Fig. 1: run 1, cell density map
(2 px per µm) The die is cut into 11 by 11 equal tiles; white is low, dark blue is high, 0 to 100% covered.
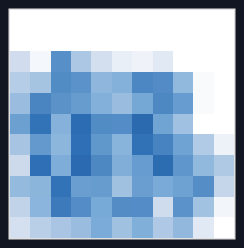
Fig. 2: run 1, routing congestion map
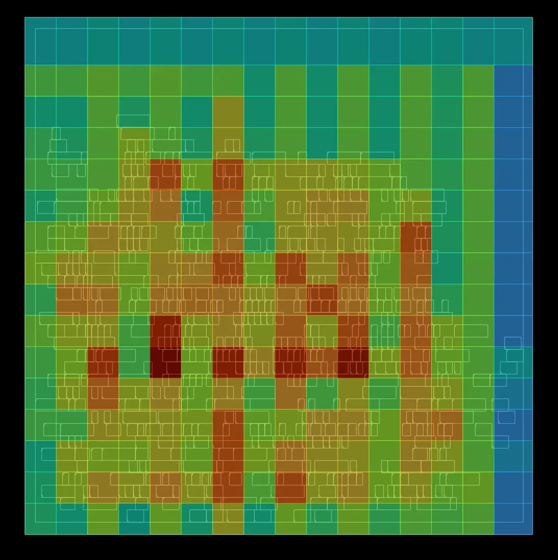
Fig. 3: run 1, clock network drawn from the DEF
(4 px per µm)
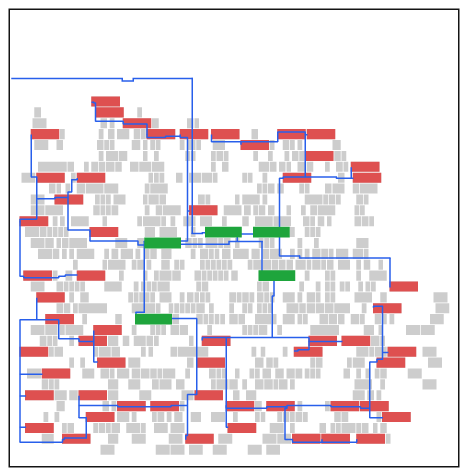
**src/rtl/clk_div_reconfig_ctrl_if.sv**
```systemverilog
// Configuration handshake and divided-clock outputs of the reconfigurable divider.
// The master side requests ratios; the slave side is the divider itself.
interface clk_div_reconfig_ctrl_if #(
  parameter int CNT_W = 16
);
  logic             i_cfg_valid;
  logic [CNT_W-1:0] i_cfg_div;
  logic             o_cfg_ready;
  logic             o_cfg_err;
  logic             o_clk;
  logic             o_tick;
  logic             o_locked;
  logic [CNT_W-1:0] o_div_cur;

  modport master (
    output i_cfg_valid, i_cfg_div,
    input  o_cfg_ready, o_cfg_err, o_clk, o_tick, o_locked, o_div_cur
  );

  modport slave (
    input  i_cfg_valid, i_cfg_div,
    output o_cfg_ready, o_cfg_err, o_clk, o_tick, o_locked, o_div_cur
  );
endinterface

```
**src/rtl/clk_div_reconfig_ctrl.sv**
```systemverilog
// Runtime-reconfigurable clock divider: new ratios take effect only at a period
// boundary, followed by a quiet settle window, so no runt pulses reach downstream.
module clk_div_reconfig_ctrl #(
  parameter int CNT_W         = 16,
  parameter int DEFAULT_DIV   = 2,
  parameter int SETTLE_CYCLES = 4
) (
  input  logic                    i_clk,
  input  logic                    i_rst,
  clk_div_reconfig_ctrl_if.slave  bus
);

  localparam int               SW          = (SETTLE_CYCLES > 1) ? $clog2(SETTLE_CYCLES) : 1;
  localparam logic [SW-1:0]    SETTLE_LAST = SW'((SETTLE_CYCLES > 0) ? SETTLE_CYCLES - 1 : 0);
  localparam logic [CNT_W-1:0] DIV_RST     = CNT_W'(DEFAULT_DIV);
  localparam logic [CNT_W-1:0] DIV_MIN     = CNT_W'(2);

  typedef enum logic [1:0] {
    RUN    = 2'd0,
    DRAIN  = 2'd1,
    SETTLE = 2'd2
  } state_t;

  state_t           state;
  logic [CNT_W-1:0] cnt;
  logic [CNT_W-1:0] div;
  logic [CNT_W-1:0] pending;
  logic [SW-1:0]    settle_cnt;
  logic             clk_q;
  logic             tick_q;
  logic             err_q;
  logic             locked_q;

  logic             wrap;
  logic             accept;
  logic             clk_next;

  assign wrap     = (cnt == div - CNT_W'(1));
  assign accept   = bus.i_cfg_valid && (state == RUN);
  assign clk_next = (cnt < (div >> 1));

  // Single registered stage: counter, FSM and all outputs update together.
  always_ff @(posedge i_clk) begin
    if (i_rst) begin
      state      <= RUN;
      cnt        <= '0;
      div        <= DIV_RST;
      pending    <= '0;
      settle_cnt <= '0;
      clk_q      <= 1'b0;
      tick_q     <= 1'b0;
      err_q      <= 1'b0;
      locked_q   <= 1'b0;
    end else begin
      err_q <= 1'b0;
      case (state)
        RUN: begin
          cnt    <= wrap ? '0 : cnt + CNT_W'(1);
          clk_q  <= clk_next;
          tick_q <= wrap;
          if (wrap) locked_q <= 1'b1;
          if (accept) begin
            if (bus.i_cfg_div < DIV_MIN) begin
              err_q <= 1'b1;
            end else if (bus.i_cfg_div != div) begin
              pending  <= bus.i_cfg_div;
              state    <= DRAIN;
              locked_q <= 1'b0;
            end
          end
        end
        DRAIN: begin
          clk_q    <= clk_next;
          tick_q   <= wrap;
          locked_q <= 1'b0;
          if (wrap) begin
            // Old period has just completed in full; swap ratio at the boundary.
            cnt <= '0;
            div <= pending;
            if (SETTLE_CYCLES == 0) begin
              state <= RUN;
            end else begin
              state      <= SETTLE;
              settle_cnt <= '0;
            end
          end else begin
            cnt <= cnt + CNT_W'(1);
          end
        end
        SETTLE: begin
          clk_q  <= 1'b0;
          tick_q <= 1'b0;
          cnt    <= '0;
          if (settle_cnt == SETTLE_LAST) state <= RUN;
          else settle_cnt <= settle_cnt + SW'(1);
        end
        default: state <= RUN;
      endcase
    end
  end

  assign bus.o_cfg_ready = (state == RUN);
  assign bus.o_cfg_err   = err_q;
  assign bus.o_clk       = clk_q;
  assign bus.o_tick      = tick_q;
  assign bus.o_locked    = locked_q;
  assign bus.o_div_cur   = div;

endmodule

```
**src/flat_wrapper.sv**
```systemverilog
// flat-port wrapper written by rule: the top's interface ports become plain ports
module clk_div_reconfig_ctrl_flat 
#(
  parameter int CNT_W         = 16,
  parameter int DEFAULT_DIV   = 2,
  parameter int SETTLE_CYCLES = 4
)
  (i_clk, i_rst, bus_i_cfg_valid, bus_i_cfg_div, bus_o_cfg_ready, bus_o_cfg_err, bus_o_clk, bus_o_tick, bus_o_locked, bus_o_div_cur);
  clk_div_reconfig_ctrl_if #(.CNT_W(CNT_W)) bus_i ();
  input  logic i_clk;
  input  logic i_rst;
  input wire logic [$bits(bus_i.i_cfg_valid)-1:0] bus_i_cfg_valid;
  input wire logic [$bits(bus_i.i_cfg_div)-1:0] bus_i_cfg_div;
  output wire logic [$bits(bus_i.o_cfg_ready)-1:0] bus_o_cfg_ready;
  output wire logic [$bits(bus_i.o_cfg_err)-1:0] bus_o_cfg_err;
  output wire logic [$bits(bus_i.o_clk)-1:0] bus_o_clk;
  output wire logic [$bits(bus_i.o_tick)-1:0] bus_o_tick;
  output wire logic [$bits(bus_i.o_locked)-1:0] bus_o_locked;
  output wire logic [$bits(bus_i.o_div_cur)-1:0] bus_o_div_cur;
  assign bus_i.i_cfg_valid = bus_i_cfg_valid;
  assign bus_i.i_cfg_div = bus_i_cfg_div;
  assign bus_o_cfg_ready = bus_i.o_cfg_ready;
  assign bus_o_cfg_err = bus_i.o_cfg_err;
  assign bus_o_clk = bus_i.o_clk;
  assign bus_o_tick = bus_i.o_tick;
  assign bus_o_locked = bus_i.o_locked;
  assign bus_o_div_cur = bus_i.o_div_cur;
  clk_div_reconfig_ctrl #(.CNT_W(CNT_W), .DEFAULT_DIV(DEFAULT_DIV), .SETTLE_CYCLES(SETTLE_CYCLES)) u_core (.i_clk(i_clk), .i_rst(i_rst), .bus(bus_i));
endmodule
```
**config.mk**
```make
export PLATFORM = sky130hd
export DESIGN_NAME = clk_div_reconfig_ctrl_flat
export DESIGN_NICKNAME = d
export VERILOG_FILES = /design/src/rtl/clk_div_reconfig_ctrl_if.sv /design/src/rtl/clk_div_reconfig_ctrl.sv /design/src/flat_wrapper.sv
export SDC_FILE = /design/constraint.sdc
export NUM_CORES = 1
export LEC_CHECK = 0
export ABC_AREA = 1
export CORE_AREA = 2 2 110 112
export DETAILED_ROUTE_END_ITERATION = 7
export DIE_AREA = 0 0 112 114
export GPL_TIMING_DRIVEN = 0
export REMOVE_ABC_BUFFERS = 1
export SLEW_MARGIN = 20
export SYNTH_ARGS = -nofsm -noshare
export SYNTH_HDL_FRONTEND = slang
export SYNTH_SLANG_ARGS = --single-unit
```
**constraint.sdc**
```tcl
create_clock -name i_clk -period 2.87 [get_ports i_clk]
set_input_delay 0.7175 -clock i_clk [delete_from_list [all_inputs] [get_ports i_clk]]
set_output_delay 0.7175 -clock i_clk [all_outputs]
set_load 0.01 [all_outputs]
```
==> notes.md, run 1 <==
Purpose: to document the outcome of synthesis and place and route.

Power and ir drop
Total power for the finished layout comes to about 2.8 mW. The reported leakage power is approximately 1.9 nW.

STA
The hold violation count in the final report is 0. The final tally of max-slew violations is 0. The slack of the critical path is 0.144 ns.

The number of failing setup endpoints in the final timing report is 0. The final timing summary puts the cycle share of the worst path at 0.950.

Detailed routing
For this block, wires on met1 add up to approximately 5.0 mm. Routed signal wires occupy layers up through met4. The DRC violation total left in the routed layout is recorded as 0.

After detailed routing, the total wire length is approximately 11 mm.

Placed design
The post-detailed-placement half-perimeter wirelength is 7.91 mm. The placement report lists the number of port buffers as 39. The worst slack at placement is -0.667 ns.

Critical path
Data on the critical path is required at its endpoint by just over 3 ns. Per the STA report, the cell with the highest stage delay on the worst path is clkdlybuf4s50_1. For this run, the slowest stage of the critical path takes 0.53 ns. For reference, the critical path cell chain is clkdlybuf4s50_1 -> nor4_2 -> nand4_1 -> nand4_4 -> clkinv_2 -> o21ai_0 -> a21oi_1. The start-to-end type of the worst setup path is in -> reg. The timing report attributes the biggest portion of critical-path delay to simple AND/OR/NAND/NOR gates. The sort of element at the end of the critical path is a flip-flop.

Clock tree
The clock sink count is roughly 56. TritonCTS built the clock tree. The CTS root buffer is clkbuf_16. The CTS buffer count is 5.

Logic synthesis
dfxtp_1 takes more of the synthesized area than any other cell. The post-synth count of flops with an enable pin is 0. Before any placement, the netlist area is recorded as about 3900 µm². Sorting the synthesized cells by how often they occur yields nand2_1, dfxtp_1, a21oi_1, nor2_1, inv_1.

Die
The overall die area is ~13000 µm². In this run the core area contains roughly 40 standard-cell rows. Per the OpenROAD floorplan log, the height of the die is 114 µm.

Cells and area
According to the finish report, the design has a final net count of 664. In this run the layout overhead on the synthesized area is reported as 17.0%. Leaving out fill and tap cells, the most frequent cells in the layout are nand2_1, dfxtp_1, a21oi_1, nor2_1, inv_1.

The final design area excluding fillers is about 4600 µm².

Global routing
The wire length of the first global-routing pass is between 15 and 20 mm.

Status
The flow ran to the end, and the final reports show no timing, DRC or antenna violations.
Notes on Fig. 1 above:
25% of the tiles are nearly empty. The fullest tile reaches 77%. 3.3% of the tiles are over 75% full. The mean over all tiles is 35%. The emptiest ninth of the die: upper right.
fraction of the core area occupied by cells at floorplan: 0.336
placeable core region: 11700 µm²
final standard cell utilization of the core: 0.393

Notes on Fig. 2 above:
routing usage on met2: 0.293
met3 layer usage reported by global route: 0.0207
post-DR wirelength/cell: 13.6 µm

Notes on Fig. 3 above:
Key: clock-net drivers = green [count 5]; flip-flops = red [count 56]; clock wires = blue [length 812 µm]
Position of the flops: all over the die. There are 6 routed clock nets.

run 1: layout make-up:
| class | count | area, µm² | share of cell area |
|---|---|---|---|
| Inverter | 57 | 215 | 0.0467 |
| Timing Repair Buffer | 46 | 450 | 0.0978 |
| Tap cell | 147 | 184 | 0.0399 |
| Sequential cell | 56 | 1120 | 0.243 |
| Clock buffer | 6 | 129 | 0.0280 |
| Clock inverter | 2 | 13.8 | 0.00299 |
| Multi-Input combinational cell | 458 | 2490 | 0.541 |
run 1: logic make-up after synthesis:
family,Yosys count,share of synthesized area
AOI/OAI and AO/OA,75,0.107
xor gates and xnor gates,34,0.0756
adders and majority gates,21,0.0667
buffers and inverters,81,0.0861
DFF,56,0.285
and+or+nand+nor,328,0.380
run 1: flip-flops by register name (all words and copies together) (netlist names):
register / cells
u_core.bus.o_tick: 1
u_core.pending: 16
u_core.settle_cnt: 2
u_core.state: 2
u_core.bus.o_div_cur: 16
u_core.bus.o_cfg_err: 1
u_core.cnt: 16
u_core.bus.o_locked: 1
u_core.bus.o_clk: 1
run 1: where the power goes:
| part | leakage, nW | switching [mW] | internal (mW) |
|---|---|---|---|
| registers | 0.455 | 0.0893 | 0.876 |
| clock network | 0.0712 | 0.299 | 0.327 |
| logic | 1.38 | 0.803 | 0.443 |
| total | 1.91 | 1.19 | 1.65 |
run 1: final timing paths:
| kind | start | end | slack [ns] | cells past startpoint |
|---|---|---|---|---|
| hold / removal | u_core.pending[3] | u_core.bus.o_div_cur[3] | 0.47 | 2 |
| hold reg to reg | u_core.pending[3] | u_core.bus.o_div_cur[3] | 0.47 | 2 |
| setup reg to reg | u_core.bus.o_div_cur[0] | u_core.bus.o_div_cur[0] | 0.31 | 11 |
| setup / recovery | bus_i_cfg_div[14] | u_core.pending[10] | 0.14 | 7 |
Fig. 4: run 1, PDN straps and rails
(4 px per µm) Pins as bars on the die edge.
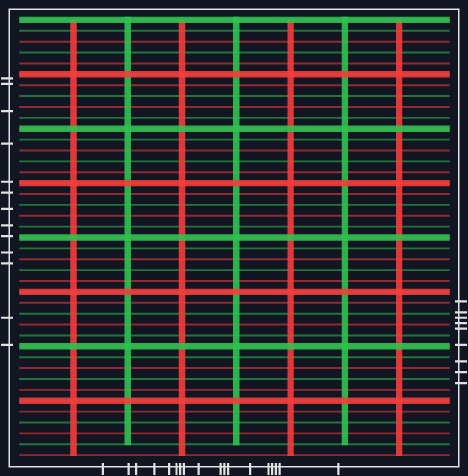

--- run 2 (diff from run 1) ---
- CORE_AREA: 2 2 110 112 -> 2 2 88 90
- DIE_AREA: 0 0 112 114 -> 0 0 90 92
- PLACE_DENSITY: unset -> 0.76
Fig. 5: run 2, PDN straps and rails
(4 px per µm) Pins as bars on the die edge.
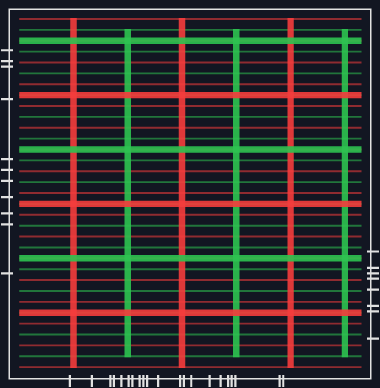
Key: VSS = red; VDD = green
The core has 32 rows. 6 straps on met5.

Fig. 6: run 2, wiring by layer
(6 px per µm) Only two layers are drawn.
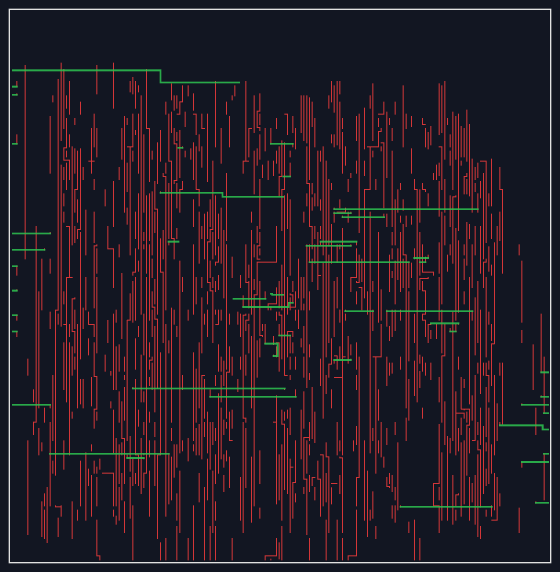
Key: M2 = red [wire length 4840 µm]; M3 = green [wire length 308 µm]
post-DR wirelength/cell: 13.5 µm
global router's overall resource usage: 0.240
DR vias: 3832

==> notes.md, run 2 <==
Purpose: to document the outcome of synthesis and place and route.

Die
The overall die area is 8280 µm² (was 12800 µm²). The effective utilization at floorplan was 0.529 (was 0.336). The core outline area came to 7450 µm² (was 11700 µm²). The overall die height was 92 µm (was 114 µm). The number of cell rows is 32 (was 40).

Critical path
The start-to-end type of the worst setup path is in -> reg (unchanged). The origin of the worst setup path is bus_i_cfg_div[14] (unchanged). The required time at the endpoint of the critical path is 3.08 ns (was 3.05 ns).

The slack of the worst reg-to-reg path is 0.38 ns (was 0.31 ns). The beginning of the worst register-to-register path is u_core.bus.o_div_cur[0] (unchanged). The cell count of the worst reg-to-reg path was 16 (was 11).

Placed design
The worst slack at placement is -0.539 ns (was -0.667 ns). The number of buffers added on ports was 39 (unchanged). The post-detailed-placement half-perimeter wirelength is 7.49 mm (was 7.91 mm).

Power and ir drop
The power share of the sequential group is 0.366 (was 0.340). The sequential logic power is 0.963 mW (was 0.965 mW). The proportion of total power due to net switching is 0.433 (was 0.420). The clock distribution power was 0.438 mW (was 0.626 mW).

The reported leakage power is 1.87 nW (was 1.91 nW). The total power draw came to 2.63 mW (was 2.84 mW). The relative contribution of the clock network to total power is 0.167 (was 0.221). The dominant power group was combinational logic (unchanged).

The net switching power was 1.14 mW (was 1.19 mW).

Logic synthesis
The netlist area before placement is 3940 µm² (unchanged). The number of flops mapped to enable cells by yosys came to 0 (unchanged). The tally of unique sky130hd cells used after synthesis is 36 (unchanged). Most used standard cells in the synthesized netlist: nand2_1, dfxtp_1, a21oi_1, nor2_1, inv_1 (unchanged).

The cell type with the highest aggregate area in the netlist is dfxtp_1 (unchanged).

STA
The slack of the critical path is 0.244 ns (was 0.144 ns). The post-layout period usage of the worst path is 0.915 (was 0.950). The final tally of max-slew violations was 0 (unchanged).

The hold violation count in the final report came to 0 (unchanged).

Cells and area
The utilization after layout came to 0.601 (was 0.393). The final design area excluding fillers is 4470 µm² (was 4610 µm²). The layout net count is 661 (was 664).

Dominant logic cell types in the final layout: nand2_1, dfxtp_1, a21oi_1, nor2_1, inv_1 (unchanged). The synthesis-to-finish area growth is 13.6% (was 17.0%). The combinational cell area excluding buffers and inverters came to 2480 µm² (was 2490 µm²). The footprint of the flip-flops and latches came to 1120 µm² (unchanged).

Global routing
The pin count of the biggest net entering global routing came to 35 (was 33). The wire length of the first global-routing pass came to 16.4 mm (was 18.0 mm).

Clock tree
The clock tree from TritonCTS is yes (unchanged). The CTS root buffer was clkbuf_8 (was clkbuf_16). The clock sink count is 56 (unchanged). The CTS buffer count was 5 (unchanged).

Detailed routing
The remaining routing DRC violations is 0 (unchanged).

Job
The count of max-cap constraint violations is 0 (unchanged).

Status
Run status: completed (unchanged).
run 2: worst min-delay path by stage:
stage,slack (ns),end,startpoint,cells after the start
finish,0.47,u_core.pending[5],u_core.pending[5],2
global route,0.49,u_core.bus.o_div_cur[14],u_core.pending[14],2
CTS,0.47,u_core.bus.o_div_cur[6],u_core.pending[6],2
detailed placement,0.45,u_core.bus.o_div_cur[6],u_core.pending[6],2
global placement,0.45,u_core.bus.o_div_cur[3],u_core.pending[3],2
floorplan,0.44,u_core.settle_cnt[1],u_core.settle_cnt[1],2
run 2: final cells by class:
cell class	instances	area share
repair buffers	43	0.0984
flip-flops and latches	56	0.251
multi-input cells	458	0.555
clock inverters	2	0.00308
well taps	102	0.0285
inverters	57	0.0484
clock buffers	6	0.0162
run 2: kinds of logic after synthesis:
kind of cell / share of synthesized area
adder cells (fa/ha/maj): 0.0667
XOR/XNOR: 0.0756
AND-OR/OR-AND: 0.107
buffers and inverters: 0.0861
flip-flops: 0.285
AND/OR/NAND/NOR: 0.380
run 2: worst max-delay path, cell delays in order:
cell and delay (ns):
clkdlybuf4s50_1 0.52, nor4_1 0.50, nand4_1 0.25, nand4_2 0.41, inv_4 0.18, o21ai_0 0.19, a21oi_1 0.06
run 2: routing by layer:
| metal | part of all wire | track usage | wire length [µm] | vias up |
|---|---|---|---|---|
| met5 | 0 | 0 | 0 | - |
| met4 | 0.0091 | 0.0551 | 89 | 0 |
| met3 | 0.031 | 0.0320 | 308 | 8 |
| met2 | 0.49 | 0.435 | 4840 | 74 |
| met1 | 0.47 | 0.302 | 4560 | 1781 |
| li1 | - | - | - | 1969 |
No activity file was given, so power comes from the tool's default toggle rates.
